--- src/rtl/pulse_stretch_mc.sv ---
// Multi-channel pulse stretcher: each trigger event holds its channel's out high for len cycles.
// Latency: out rises the cycle after the event is sampled; done pulses the cycle after out falls.
// No backpressure: every channel runs freely every cycle; len is shared and sampled only at accepted events.
module pulse_stretch_mc #(
  parameter int CH     = 4,
  parameter int CW     = 8,
  parameter int EDGE   = 0,
  parameter int RETRIG = 1
) (
  input  logic          clk,
  input  logic          rst,
  input  logic [CH-1:0] trig,
  input  logic [CW-1:0] len,
  output logic [CH-1:0] out,
  output logic [CH-1:0] done,
  output logic          busy
);

  typedef enum logic {
    S_IDLE   = 1'b0,
    S_ACTIVE = 1'b1
  } state_t;

  // Reload-while-active is a build-time choice; folding it into a bit keeps the channel logic flat.
  localparam bit RELOAD = (RETRIG != 0);

  logic          w_len_nz;
  logic [CH-1:0] w_evt;

  // A zero length never starts or reloads a stretch, so one shared compare serves every channel.
  assign w_len_nz = |len;

  generate
    if (EDGE != 0) begin : g_edge
      logic [CH-1:0] r_trig_d;

      // Previous-cycle trig; cleared in reset so a trig already high at release reads as a rising edge.
      always_ff @(posedge clk or posedge rst) begin
        if (rst) begin
          r_trig_d <= '0;
        end else begin
          r_trig_d <= trig;
        end
      end

      assign w_evt = trig & ~r_trig_d;
    end else begin : g_level
      assign w_evt = trig;
    end
  endgenerate

  generate
    for (genvar i = 0; i < CH; i++) begin : g_ch
      state_t        r_state;
      logic [CW-1:0] r_cnt;
      logic          r_done;
      logic          w_reload;

      // Reload only counts as an event when it would load a usable length.
      assign w_reload = RELOAD & w_evt[i] & w_len_nz;

      // Per-channel IDLE/ACTIVE machine; reload beats expiry, and cnt leaves ACTIVE at 1 so it never wraps.
      always_ff @(posedge clk or posedge rst) begin
        if (rst) begin
          r_state <= S_IDLE;
          r_cnt   <= '0;
          r_done  <= 1'b0;
        end else begin
          r_done <= 1'b0;
          case (r_state)
            S_IDLE: begin
              if (w_evt[i] && w_len_nz) begin
                r_state <= S_ACTIVE;
                r_cnt   <= len;
              end
            end
            S_ACTIVE: begin
              if (w_reload) begin
                r_cnt <= len;
              end else if (r_cnt == CW'(1)) begin
                r_state <= S_IDLE;
                r_cnt   <= '0;
                r_done  <= 1'b1;
              end else begin
                r_cnt <= r_cnt - CW'(1);
              end
            end
            default: begin
              r_state <= S_IDLE;
              r_cnt   <= '0;
            end
          endcase
        end
      end

      assign out[i]  = (r_state == S_ACTIVE);
      assign done[i] = r_done;
    end
  endgenerate

  assign busy = |out;

endmodule

--- config.mk ---
export PLATFORM = sky130hd
export DESIGN_NAME = pulse_stretch_mc
export DESIGN_NICKNAME = d
export VERILOG_FILES = /design/src/rtl/pulse_stretch_mc.sv
export SDC_FILE = /design/constraint.sdc
export NUM_CORES = 1
export LEC_CHECK = 0
export CAP_MARGIN = 10
export CORE_AREA = 2 2 67 69
export CTS_CLUSTER_SIZE = 20
export DETAILED_ROUTE_END_ITERATION = 10
export DIE_AREA = 0 0 69 71
export GPL_TIMING_DRIVEN = 0
export PLACE_DENSITY = 0.86
export SLEW_MARGIN = 20
export SYNTH_ARGS = -nofsm -noshare
export SYNTH_HDL_FRONTEND = slang
export SYNTH_SLANG_ARGS = --single-unit
--- constraint.sdc ---
create_clock -name clk -period 3.3 [get_ports clk]
set_input_delay 0.66 -clock clk [delete_from_list [all_inputs] [get_ports clk]]
set_output_delay 0.66 -clock clk [all_outputs]
set_load 0.05 [all_outputs]
pins.png
Pins as bars across the die edge, other pins in gray.
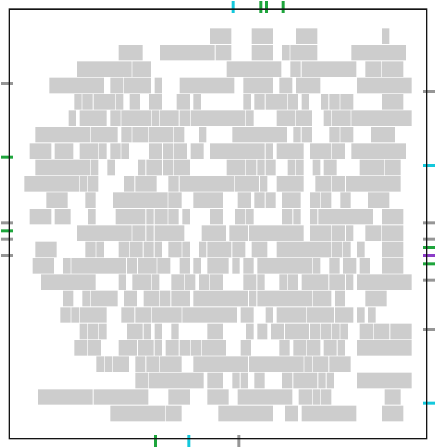
[cyan] done | pins: 4 | direction: output | edge: 2 right, 1 bottom, 1 top
[purple] busy | pins: 1 | direction: output | edge: right
[green] len | pins: 8 | direction: input | edge: 3 top, 2 left, 2 right, 1 bottom
all pins by edge: 10 right, 6 left, 4 top, 3 bottom

metal_stack.png
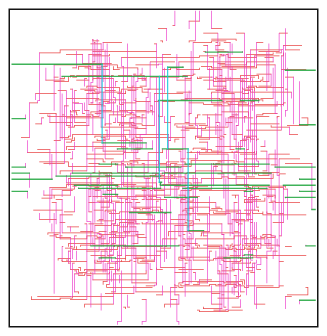
[cyan] met4 | wire length: 78.2 um
[green] met3 | wire length: 404 um
[red] met1 | wire length: 2370 um
[magenta] met2 | wire length: 2550 um

cell_classes.png
Fill, decap, tap and diode cells in gray.
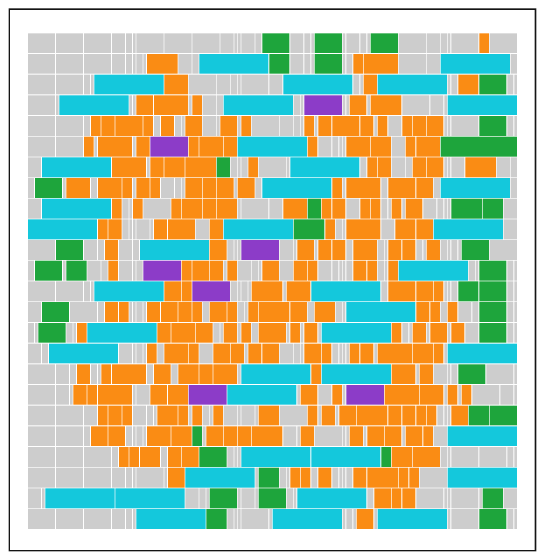
[orange] all other logic | cells: 224
[purple] clock drivers and dummy loads | cells: 7
[green] other buffers and delay cells | cells: 37
[cyan] flip-flops | cells: 40

-- path summary, 6_finish.rpt --
check                            startpoint          endpoint  slack (ps)  cells past startpoint
setup / recovery            g_ch[0].r_state              busy         470                      3
hold / removal             g_ch[0].r_cnt[5]  g_ch[0].r_cnt[5]         630                      2
setup reg to reg           g_ch[1].r_cnt[4]  g_ch[1].r_cnt[3]        1400                      4
hold reg to reg            g_ch[0].r_cnt[5]  g_ch[0].r_cnt[5]         630                      2
max in group asynchronous               rst  g_ch[0].r_cnt[0]        2130                      3
min in group asynchronous               rst  g_ch[2].r_cnt[3]         710                      2
-- metal layers --
layer | global-route usage [%] | vias up | part of all wire, %
met4 | 8.497 | 0 | 1.4
li1 | - | 1056 | -
met1 | 33.70 | 1003 | 44
met5 | 0 | - | 0
met3 | 4.843 | 8 | 7.5
met2 | 37.71 | 69 | 47
-- registers in the layout, indices dropped and copies added (netlist names) --
| signal | cells |
|---|---|
| g_ch.r_state | 4 |
| g_ch.r_done | 4 |
| g_ch.r_cnt | 32 |
-- worst reg2reg max path: stages (launching register included) --
cell and delay (ps):
dfrtp_1 460, nor4_1 540, nand4_1 370, a21boi_0 230
o22a_1 180
-- kinds of logic after synthesis --
group | after synthesis | share of synthesized area [%]
muxes | 10 | 4.250
DFF | 40 | 40.96
buffers and inverters | 27 | 6.093
and+or+nand+nor | 118 | 26.27
AOI/OAI and AO/OA | 75 | 18.33
adders and majority gates | 8 | 4.096
-- layout by cell type (no fill, tap or decap), types with 3 or more instances in the layout --
| master | synthesis | final |
|---|---|---|
| dfrtp_1 | 40 | 40 |
| nand2_1 | 33 | 33 |
| o21ai_0 | 31 | 31 |
| nor2_1 | 26 | 26 |
| clkdlybuf4s50_1 | 0 | 22 |
| a21oi_1 | 14 | 14 |
| inv_1 | 13 | 12 |
| a31oi_1 | 11 | 11 |
| nor4_1 | 10 | 10 |
| nor2b_1 | 9 | 9 |
| ha_1 | 8 | 8 |
| buf_4 | 8 | 8 |
| mux2i_1 | 7 | 7 |
| clkbuf_8 | 0 | 7 |
| or4_4 | 6 | 6 |
| nor3b_1 | 6 | 6 |
| or3b_2 | 4 | 4 |
| and2_1 | 4 | 4 |
| nand3_1 | 4 | 4 |
| o21ai_1 | 3 | 3 |
| o22a_1 | 3 | 3 |
| o31ai_1 | 3 | 3 |
| nor3_1 | 3 | 3 |
| mux2_2 | 3 | 3 |
| nand2b_1 | 3 | 3 |
-- power by group --
| part | internal, W | switching [W] |
|---|---|---|
| Sequential | 0.000536 | 0.0000576 |
| Combinational | 0.000117 | 0.000134 |
| Clock | 0.000186 | 0.000169 |
-- final cells by class --
class                      instances  area [um2]  area share (%)
multi-input combinational        211        1294           45.35
sequential                        40        1001           35.09
timing repair buffer              23       247.7           8.684
buffer                            14       100.1           3.509
clock buffer                       7       96.34           3.377
tap                               52       65.06           2.281
inverter                          13       48.80           1.711
-- through the flow --
stage | setup WS, ps | total power, W
6_report | 467.2 | 0.001200
3_3_place_gp | 597.1 | 0.0008328
4_1_cts | 481.5 | 0.001204
2_1_floorplan | 1354 | 0.0007685
5_1_grt | 431.2 | 0.001274
3_5_place_dp | 601.5 | 0.0008500
==> out/results.txt <==
yosys cell count -> 278
Worst-Margin Slew -> 726.0 ps
DP Wirelength -> 3.915 mm
status -> complete, no violations
pwr dens -> 420.5 nW/um2
layout cells sized above 1 -> 12.66%
cell area after synthesis -> 2444 um2
Cell Chain, Critical Path -> clkbuf_1 -> or4_1 -> clkdlybuf4s50_1
DIE HEIGHT -> 71 um
Resized cells post-CTS -> 0
CP Max Fanout -> 10
placed cells -> 353
Post-Synthesis Cells -> 278
Sink Count -> 40
via count -> 2136
Mapped Avg Cell Area -> 8.790 um2
H-tree depth -> 2
Worst IR Drop VDD -> 255.1 uV
grt ovf -> 0
crit path time final -> 2833 ps
Yosys chip area -> 2444 um2
per-cell routed wire length -> 15.01 um
CP Launch Type -> register
clk_skew -> 1.456 ps
critical setup path kind -> reg2out
CTS Buffer Depth -> 2
RSZ-0062 raised after global routing -> false
Root Driver -> clkbuf_8
Area leader share -> 40.96%
final period utilization -> 85.84%
CTS Buf Count -> 5
CP peak stage delay -> 720 ps
number of global-route vias before repair -> 2054
die width -> 69 um
clk slew on worst S/H paths -> 80 ps
Leak -> 1.175 nW
Tot GR Track Use -> 24.12%
Post-route DRC -> 0
hold slack final -> 625.9 ps
Worst EP arrival -> 2170 ps
final instance area -> 2853 um2
diode count -> 0
Post-CTS Setup Bufs -> 0
Skew-Pair Late Insertion Delay -> 290 ps
Post-synth EDFFs -> 0
# nets final -> 330
Power is estimated from default activity; no workload was simulated.
